## src/rtl/facing_pkg.sv

```systemverilog
// Shared types and constants for the per-fighter facing/turn sequencer.
package facing_pkg;

  typedef enum logic [1:0] {
    FACE_R = 2'b00,
    TURN_L = 2'b01,
    FACE_L = 2'b10,
    TURN_R = 2'b11
  } facing_state_t;

  localparam int CNT_W = 4;

  // Fighters start facing each other: P1 on the left looking right.
  localparam bit P1_RST_RIGHT = 1'b1;
  localparam bit P2_RST_RIGHT = 1'b0;

  localparam facing_state_t P1_RST_STATE = FACE_R;
  localparam facing_state_t P2_RST_STATE = FACE_L;

  function automatic facing_state_t rst_state(input bit rst_right);
    return rst_right ? FACE_R : FACE_L;
  endfunction

endpackage

```

## src/rtl/facing_fsm.sv

```systemverilog
// One fighter's turn sequencer: deadband-qualified request, busy-gated start,
// fixed turn window, abort on reversal. Advances only on frame_tick.
module facing_fsm
  import facing_pkg::*;
#(
  parameter int TURN_FRAMES = 4,
  parameter bit RST_RIGHT   = 1'b1
) (
  input  logic clk,
  input  logic rst_n,
  input  logic frame_tick,
  input  logic want_right,
  input  logic want_left,
  input  logic busy,
  output logic facing_right,
  output logic turning,
  output logic done
);

  localparam logic [CNT_W-1:0] CNT_LOAD = CNT_W'(TURN_FRAMES - 1);

  facing_state_t    state;
  logic [CNT_W-1:0] cnt;

  always_ff @(posedge clk or negedge rst_n) begin
    if (!rst_n) begin
      state        <= rst_state(RST_RIGHT);
      cnt          <= '0;
      facing_right <= RST_RIGHT;
      turning      <= 1'b0;
      done         <= 1'b0;
    end else begin
      // done is a single-clock pulse, independent of frame spacing
      done <= 1'b0;
      if (frame_tick) begin
        case (state)
          FACE_R: if (want_left && !busy) begin
            state   <= TURN_L;
            cnt     <= CNT_LOAD;
            turning <= 1'b1;
          end
          FACE_L: if (want_right && !busy) begin
            state   <= TURN_R;
            cnt     <= CNT_LOAD;
            turning <= 1'b1;
          end
          TURN_L: begin
            if (want_right) begin
              state   <= FACE_R;
              turning <= 1'b0;
            end else if (cnt == '0) begin
              state        <= FACE_L;
              facing_right <= 1'b0;
              turning      <= 1'b0;
              done         <= 1'b1;
            end else begin
              cnt <= cnt - 1'b1;
            end
          end
          TURN_R: begin
            if (want_left) begin
              state   <= FACE_L;
              turning <= 1'b0;
            end else if (cnt == '0) begin
              state        <= FACE_R;
              facing_right <= 1'b1;
              turning      <= 1'b0;
              done         <= 1'b1;
            end else begin
              cnt <= cnt - 1'b1;
            end
          end
          default: state <= rst_state(RST_RIGHT);
        endcase
      end
    end
  end

endmodule

```

## src/rtl/facing_controller.sv

```systemverilog
// Per-frame facing sequencer for both fighters: deadband comparators feeding
// two independent turn FSMs.
module facing_controller
  import facing_pkg::*;
#(
  parameter int DEADBAND    = 2,
  parameter int TURN_FRAMES = 4
) (
  input  logic       clk,
  input  logic       rst_n,
  input  logic       frame_tick,
  input  logic [6:0] p1_x,
  input  logic [6:0] p2_x,
  input  logic       p1_busy,
  input  logic       p2_busy,
  output logic       p1_facing_right,
  output logic       p2_facing_right,
  output logic       p1_turning,
  output logic       p2_turning,
  output logic [1:0] turn_done
);

  localparam int          NUM_LANES = 2;
  localparam logic [7:0]  DB        = 8'(DEADBAND);

  logic [NUM_LANES-1:0][6:0] pos;
  logic [NUM_LANES-1:0]      busy;
  logic [NUM_LANES-1:0]      want_right;
  logic [NUM_LANES-1:0]      want_left;
  logic [NUM_LANES-1:0]      facing_right;
  logic [NUM_LANES-1:0]      turning;
  logic [NUM_LANES-1:0]      done;

  assign pos  = {p2_x, p1_x};
  assign busy = {p2_busy, p1_busy};

  genvar i;
  generate
    for (i = 0; i < NUM_LANES; i++) begin : g_lane
      logic [7:0] own;
      logic [7:0] opp;

      // 8-bit zero-extended so own+DEADBAND never wraps
      assign own = {1'b0, pos[i]};
      assign opp = (i == 0) ? {1'b0, pos[1]} : {1'b0, pos[0]};

      assign want_right[i] = (own + DB) < opp;
      assign want_left[i]  = own > (opp + DB);

      facing_fsm #(
        .TURN_FRAMES (TURN_FRAMES),
        .RST_RIGHT   ((i == 0) ? P1_RST_RIGHT : P2_RST_RIGHT)
      ) u_fsm (
        .clk          (clk),
        .rst_n        (rst_n),
        .frame_tick   (frame_tick),
        .want_right   (want_right[i]),
        .want_left    (want_left[i]),
        .busy         (busy[i]),
        .facing_right (facing_right[i]),
        .turning      (turning[i]),
        .done         (done[i])
      );
    end
  endgenerate

  assign p1_facing_right = facing_right[0];
  assign p2_facing_right = facing_right[1];
  assign p1_turning      = turning[0];
  assign p2_turning      = turning[1];
  assign turn_done       = done;

endmodule

```

## config.mk

```make
export PLATFORM = sky130hd
export DESIGN_NAME = facing_controller
export DESIGN_NICKNAME = d
export VERILOG_FILES = /design/src/rtl/facing_pkg.sv /design/src/rtl/facing_fsm.sv /design/src/rtl/facing_controller.sv
export SDC_FILE = /design/constraint.sdc
export NUM_CORES = 1
export LEC_CHECK = 0
export ABC_AREA = 1
export CORE_MARGIN = 2
export CORE_UTILIZATION = 63
export CTS_CLUSTER_SIZE = 16
export DETAILED_ROUTE_END_ITERATION = 10
export DONT_BUFFER_PORTS = 1
export GPL_TIMING_DRIVEN = 0
export PLACE_DENSITY = 0.79
export SLEW_MARGIN = 20
export SYNTH_ARGS = -nofsm -noshare
export SYNTH_HDL_FRONTEND = slang
export SYNTH_SLANG_ARGS = --single-unit
```

## constraint.sdc

```tcl
create_clock -name clk -period 1.7 [get_ports clk]
set_input_delay 0.425 -clock clk [delete_from_list [all_inputs] [get_ports clk]]
set_output_delay 0.425 -clock clk [all_outputs]
set_load 0.005 [all_outputs]
```

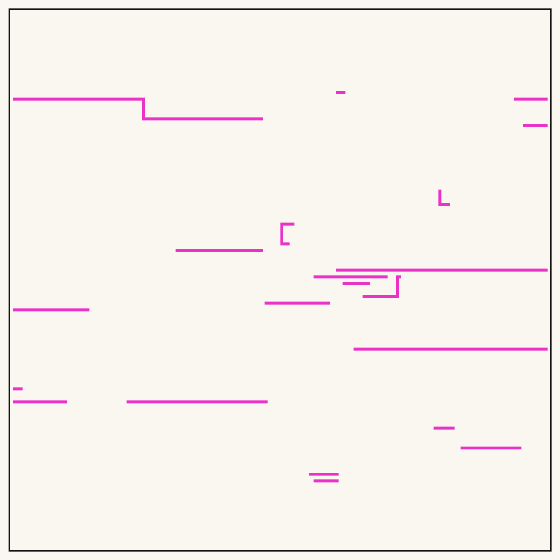
Run 1: M3 wires
- share of all routed wire: 4.2%
- nets with wire on the layer: 19

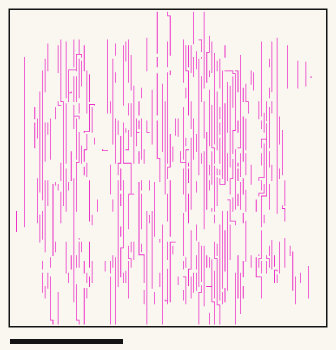
Run 1: M2 wires
Scale bar: 20 um.
- longest straight run: 30.9 um
- nets with wire on the layer: 243

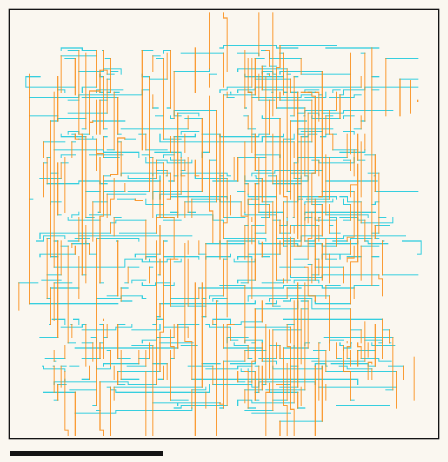
Run 1: routed metal, one color a layer
Scale bar: 20 um. Only two layers are drawn.
- M2: orange (wire length 1880 um)
- M1: cyan (wire length 1560 um)

==> GITHUB_STEP_SUMMARY, run 1 <==
## Synthesis and layout report

| Metric | Value |
|---|---|
| Tool warnings | `30` |
| DR WL/cell | `12.7 um` |
| Ys async rst share | `100%` |
| Die height | `55.8 um` |
| Finish-stage setup viols | `18` |
| Period utilisation layout | `118%` |
| Initial antenna violation count | `0` |
| CTS root buffer | `clkbuf_4` |
| Placed Area | `0.00182 mm^2` |
| Total GRT Usage | `25.9%` |
| CTS clk-pin slew, worst paths | `0.10 ns` |
| Post-synth regs | `18` |
| Number of global-route vias before repair | `1597` |
| Final Hold Viols | `0` |
| Run status | `finished, violations left` |
| XORs/XNORs by Area | `5.70%` |
| Cell count after synthesis | `245` |
| MaxCap Viol Count | `0` |
| Basic Gates by Area | `32.4%` |
| Max clock buf depth | `2` |
| Final critical-path setup slack | `-0.298 ns` |
| First drt pass iteration count | `4` |
| Top cells by count, synth | `65 x nand2_1, 43 x inv_1, 23 x nor2_1` |
| Nets | `291` |
| Cell mode on critical path | `nand2_1` |
| Final Instance Count excl. Fillers | `284` |
| Crit-path leading delay family | `simple AND/OR/NAND/NOR gates` |
| Crit path launch type | `primary input` |
| TritonCTS buffer count | `3` |
| Nets at Floorplan | `281` |
| Failing checks | `negative setup slack` |
| Cell Type Count | `30` |
| CP max stage cell | `ha_1` |
| Clock tree from TritonCTS | `yes` |
| Top Layout Cells | `56 x nand2_1, 40 x inv_1, 20 x nor2_1` |
| Synth area leader | `dfrtp_1` |
| Top logic family | `simple AND/OR/NAND/NOR gates` |
| DRC Markers | `0` |
| Peak VDD IR | `1.19 mV` |
| Pins Over Slew Limit | `0` |
## run 1: worst min-delay path, stage by stage
cell and delay [ns]:
nand3_4 0.11, nand2_1 0.06, nand2_1 0.05
## run 1: cell families (layout without fill, tap and decap cells)
family          Yosys count  after routing
simple gates            118            118
flops                    18             18
buf+inv                  50             59
xor+xnor                 11             11
fa+ha+maj                17             17
compound gates           31             31
## run 1: final timing paths
kind,start,end,slack [ns],cells after the start
max,p2_x[1],register,-0.30,15
min,frame_tick,g_lane[0].u_fsm.turning,0.38,3
max reg2reg,g_lane[0].u_fsm.state[0],register,0.02,10
min reg2reg,register,register,0.50,2
max in group asynchronous,rst_n,g_lane[0].u_fsm.state[0],0.53,1
min in group asynchronous,rst_n,g_lane[1].u_fsm.state[0],0.66,1
## run 1: report_power, final
part / total (mW) / switching [mW] / internal [mW]
sequential: 0.745 / 0.125 / 0.620
clock: 0.261 / 0.131 / 0.131
combinational: 1.56 / 0.981 / 0.580
total: 2.57 / 1.24 / 1.33
## run 1: per-stage QoR
| stage | setup TNS (ns) | worst slack (ns) |
|---|---|---|
| after CTS | -3.06 | -0.229 |
| after floorplan | -5.84 | -0.407 |
| after global placement | -8.62 | -0.567 |
| final | -3.83 | -0.298 |
| after global routing | -5.51 | -0.392 |
| after detailed placement | -9.46 | -0.612 |
## run 1: cell type report
class	count	area (um^2)
Timing Repair Buffer	5	47.5
Fill cell	172	502
Tap cell	30	37.5
Buffer	4	25.0
Inverter	46	180
Sequential cell	18	453
Clock buffer	4	36.3
Multi-Input combinational cell	177	1220
## run 1: routing by layer
layer	vias up	share of wire, %	wire, um	GRT usage, %
met2	33	52	1880	47.6
met5	-	0	0	0
met1	710	43	1560	30.8
met4	0	0.53	19	7.32
li1	787	-	-	-
met3	2	4.2	152	4.19
==> inputs of run 2 (changes only) <==
Settings changed: HOLD_SLACK_MARGIN set to 0.12, SLEW_MARGIN 20 to 10.
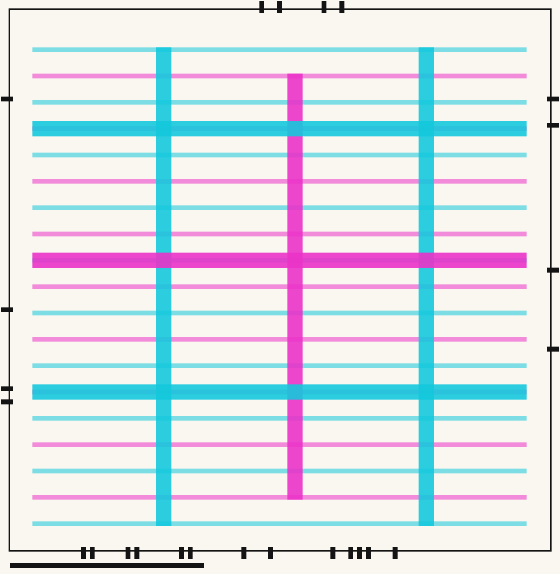
Run 2: power grid
Scale bar: 20 um. Pins as bars on the die edge.
- VDD: magenta
- VSS: cyan
- signal pins: 25
- met5 straps: 3
- met1 rails: 19
- met4 straps: 3

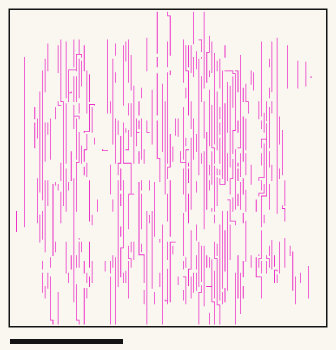
Run 2: M2 wires
Scale bar: 20 um.
GR met2 Demand/Resource: 47.6%
total number of vias: 1532
DRT Wirelength: 3610 um

==> run 2 against run 1 <==
The run still ends with negative setup slack left. Sequential power about the same. Die area unchanged. Setup slack unchanged. Worst hold slack unchanged. Sequential cell count unchanged. Design area unchanged. Utilization unchanged. Non-clock buffer count unchanged. Sequential share of layout area unchanged. Global-route usage unchanged. Routed wire length unchanged. Critical path type unchanged. Largest cell class unchanged. Largest power group unchanged. Highest routed layer unchanged.
==> GITHUB_STEP_SUMMARY, run 2 <==
## Synthesis and layout report

| Metric | Value |
|---|---|
| First drt pass iteration count | `4 (unchanged)` |
| Finish-stage setup viols | `18 (unchanged)` |
| Period utilisation layout | `118% (unchanged)` |
| Final Hold Viols | `0 (unchanged)` |
| CP startpoint | `p2_x[1]` |
| Nets at Floorplan | `281 (unchanged)` |
| Max clock buf depth | `2 (unchanged)` |
| DR WL met2 | `1880 um (unchanged)` |
| TritonCTS buffer count | `3 (unchanged)` |
| Met1 global-route usage | `30.8% (unchanged)` |
| Clock tree from TritonCTS | `yes` |
| Top Layout Cells | `56 x nand2_1, 40 x inv_1, 20 x nor2_1` |
| Cell count after synthesis | `245 (unchanged)` |
| Worst hold path depth | `3 (unchanged)` |
| Run status | `finished, violations left` |
| MaxCap Viol Count | `0 (unchanged)` |
| Synth area leader | `dfrtp_1` |
| Nets | `291 (unchanged)` |
| DP Worst Slack | `-0.612 ns (unchanged)` |
| Number of fill cells | `172 (unchanged)` |
| Number of global-route vias before repair | `1597 (unchanged)` |
| Die height | `55.8 um (unchanged)` |
| Reg2Reg Depth | `10 (unchanged)` |
| Hold_sp | `frame_tick` |
| Failing checks | `negative setup slack` |
| R2R setup slack | `0.02 ns (about the same)` |
| Pins Over Slew Limit | `0 (unchanged)` |
| Top cells by count, synth | `65 x nand2_1, 43 x inv_1, 23 x nor2_1` |
| RR Startpoint | `g_lane[0].u_fsm.state[0]` |
| Cell Type Count | `30 (unchanged)` |
| Total GRT Usage | `25.9% (unchanged)` |
| Crit path launch type | `primary input` |
| Final critical-path setup slack | `-0.298 ns (unchanged)` |
| CTS clk-pin slew, worst paths | `0.10 ns (about the same)` |
| Post-synth regs | `18 (unchanged)` |
| Ys async rst share | `100% (unchanged)` |
| CTS root buffer | `clkbuf_4` |
| Hold path endpoint | `g_lane[0].u_fsm.turning` |
## run 2: timing repair
action,4_1_cts,5_1_grt
hold buffers,1,0
pin swaps,23,4
endpoints found under the setup margin,18,18
endpoints found under the hold margin,18,0
buffers inserted,4,0
resized,11,17
## run 2: worst max-delay path, cell delays in order
cell and delay [ns]:
nand3_4 0.06, nand3b_1 0.17, xnor2_1 0.18, ha_1 0.27, nand2_1 0.07, nand2_1 0.05
nor2_1 0.12, nand2_1 0.09, inv_2 0.10, nand2_4 0.08, o21ai_4 0.16, buf_4 0.14
nand4_1 0.13, nand2_1 0.09, nand2_1 0.05
## run 2: final cells by class
cell class / instances / area [um^2] / area share [%]
sequential: 18 / 453 / 22.7
tap: 30 / 37.5 / 1.88
timing repair buffer: 5 / 47.5 / 2.38
inverter: 46 / 180 / 9.02
clock buffer: 4 / 36.3 / 1.82
buffer: 4 / 25.0 / 1.25
multi-input combinational: 177 / 1220 / 61.0
## run 2: through the flow
stage,util (%),power [mW],cells,instance area (um^2)
2_1_floorplan,-,1.89,245,1790
3_3_place_gp,73.0,2.07,275,1820
3_5_place_dp,73.0,2.15,275,1820
4_1_cts,77.5,2.50,284,1940
5_1_grt,79.9,2.83,284,2000
6_report,79.9,2.57,284,2000
## run 2: logic make-up (layout without fill, tap and decap cells)
group           count (synthesis)  count (layout)  share of synthesized area, %
flops                          18              18                          26.8
xor+xnor                       11              11                          5.70
buf+inv                        50              59                          11.9
simple gates                  118             118                          32.4
fa+ha+maj                      17              17                          12.6
compound gates                 31              31                          10.7
## run 2: power by group
group	internal (mW)	total [mW]	leakage, nW	switching, mW
Sequential	0.620	0.745	0.223	0.125
Combinational	0.580	1.56	0.796	0.981
Clock	0.131	0.261	0.0210	0.131
==> inputs of run 3 (changes only) <==
Settings changed: CELL_PAD_IN_SITES_DETAIL_PLACEMENT set to 0, CELL_PAD_IN_SITES_GLOBAL_PLACEMENT set to 1, CORE_MARGIN 2 to not set, CORE_UTILIZATION 63 to 45, PLACE_DENSITY 0.79 to not set, PLACE_DENSITY_LB_ADDON set to 0.1.
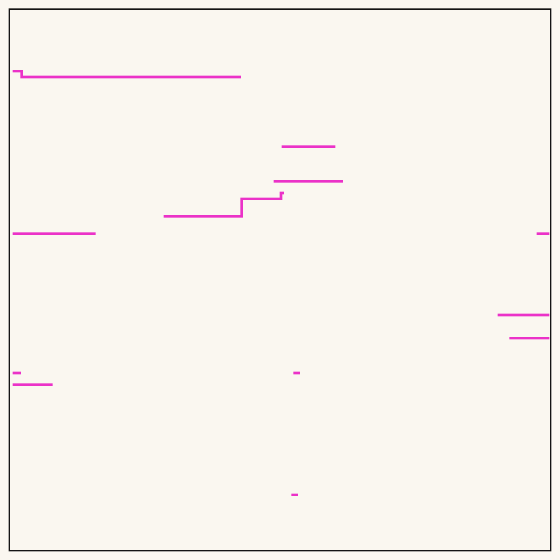
Run 3: M3 wires
- share of all routed wire: 2.4%
- nets with wire on the layer: 10
- longest straight run: 25.5 um

==> run 3 against run 2 <==
The flow still finishes with violations (negative setup slack). Critical path type unchanged. Utilization down 19 points. Worst hold slack better by 0.051 ns. Highest routed layer unchanged. Setup slack worse by 0.048 ns. Sequential share of layout area down 1.2 points. Clock skew up 0.0024 ns.
==> GITHUB_STEP_SUMMARY, run 3 <==
## Synthesis and layout report

| Metric | Value |
|---|---|
| Run status | `finished, violations left` |
| Failing checks | `negative setup slack` |
| Top Layout Cells | `54 x nand2_1, 40 x inv_1, 20 x nor2_1` |
| CTS clk-pin slew, worst paths | `0.07 ns (-0.03 ns)` |
| P_seq | `0.741 mW (-0.5%)` |
| Period utilisation layout | `120% (+2.8 points)` |
| Reg power frac | `27.6% (-1.4 points)` |
| Max clock buf depth | `2 (unchanged)` |
| Dpl cells | `291 (+5.8%)` |
| Max incr delay on CP | `0.26 ns (about the same)` |
| Placed Area | `0.00184 mm^2 (+1.1%)` |
| Synth area leader | `dfrtp_1` |
| Total GRT Usage | `19.1% (-6.8 points)` |
| Number of fill cells | `347 (+100%)` |
| Comb. pwr | `1.60 mW (+3%)` |
| MaxCap Viol Count | `0 (unchanged)` |
| Pwr top | `combinational logic` |
| Cell count after synthesis | `245 (unchanged)` |
| CTS root buffer | `clkbuf_8` |
| Number of global-route vias before repair | `1412 (-12%)` |
| Post-route design area | `0.00211 mm^2 (+5.4%)` |
| Pins Over Slew Limit | `0 (unchanged)` |
| Fin util | `60.8% (-19 points)` |
| Post-synth regs | `18 (unchanged)` |
| Nets at Floorplan | `281 (unchanged)` |
| Crit-path cells | `ha_4 -> nand3_2 -> xor2_1 -> inv_1 -> ha_4 -> nand2_1 -> nor2_1 -> nand2_2 -> nand2_4 -> inv_4 -> nand2_1 -> nand2_1 -> a21oi_4 -> nand2_4 -> nand2_2 -> nand2_1` |
| CP max stage cell | `ha_4` |
| Die height | `63.3 um (+13%)` |
| Final Hold Viols | `0 (unchanged)` |
| Final Instance Count excl. Fillers | `305 (+7.4%)` |
| Clock group power | `0.348 mW (+33%)` |
| Cell Type Count | `30 (unchanged)` |
| Net Switching | `1.25 mW (+0.92%)` |
| DRT Wirelength | `3440 um (-4.7%)` |
| Overall power | `2.69 mW (+4.6%)` |
| Switching fraction of total power | `46.5% (-1.7 points)` |
| Nets | `296 (+1.7%)` |
| DP Worst Slack | `-0.604 ns (+0.00839 ns)` |
| Final critical-path setup slack | `-0.346 ns (-0.0481 ns)` |
| Finish-stage setup viols | `18 (unchanged)` |
| Total number of vias | `1471 (-4.0%)` |
| TritonCTS buffer count | `3 (unchanged)` |
| Cell mode on critical path | `nand2_1` |
| GR met2 Demand/Resource | `32.5% (-15 points)` |
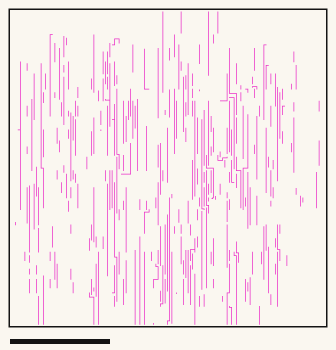
Run 3: M2 wires
Scale bar: 20 um.
- main direction: vertical
- wire length on this layer: 1690 um
- share of all routed wire: 49%

## run 3: cell counts after synthesis
No cell type changed its count.
## run 3: kinds of logic (layout without fill, tap and decap cells)
group,after synthesis,after routing,synth area share [%]
AND/OR/NAND/NOR,118,118,32.4
flip-flops,18,18,26.8
buffers and inverters,50,64,11.9
adder cells (fa/ha/maj),17,17,12.6
XOR/XNOR,11,11,5.70
AND-OR/OR-AND,31,31,10.7
## run 3: area by class of cell
class	instances	area, um^2	area share (%)
multi-input cells	177	1250	59.3
flip-flops and latches	18	453	21.5
inverters	46	183	8.67
repair buffers	10	85.1	4.04
well taps	46	57.6	2.73
clock buffers	4	55.1	2.61
plain buffers	4	25.0	1.19
## run 3: repair_timing
| action | in CTS | in global routing |
|---|---|---|
| setup buffers | 5 | 5 |
| hold buffers | 1 | 0 |
| pin swaps | 27 | 11 |
| gates resized | 19 | 18 |
| hold endpoints to repair | 18 | 0 |
| endpoints found under the setup margin | 18 | 18 |
## run 3: final timing paths
path                       depth (start not counted)                  endpoint                startpoint  slack (ns)
hold / removal                                     3   g_lane[0].u_fsm.turning                frame_tick        0.43
setup reg to reg                                  10                  register  g_lane[0].u_fsm.state[0]       -0.04
max in group asynchronous                          1  g_lane[1].u_fsm.state[0]                     rst_n        0.50
setup / recovery                                  16    g_lane[1].u_fsm.cnt[0]                   p2_x[1]       -0.35
min in group asynchronous                          1  g_lane[0].u_fsm.state[0]                     rst_n        0.69
hold reg to reg                                    2    g_lane[0].u_fsm.cnt[0]    g_lane[0].u_fsm.cnt[0]        0.49
## run 3: worst max-delay path: cells and delay by family
| kind | cells | cell delay (ns) |
|---|---|---|
| xor+xnor | 1 | 0.16 |
| compound gates | 1 | 0.18 |
| simple gates | 10 | 0.84 |
| fa+ha+maj | 2 | 0.41 |
| buf+inv | 2 | 0.15 |
No activity file was given, so power comes from the tool's default toggle rates.
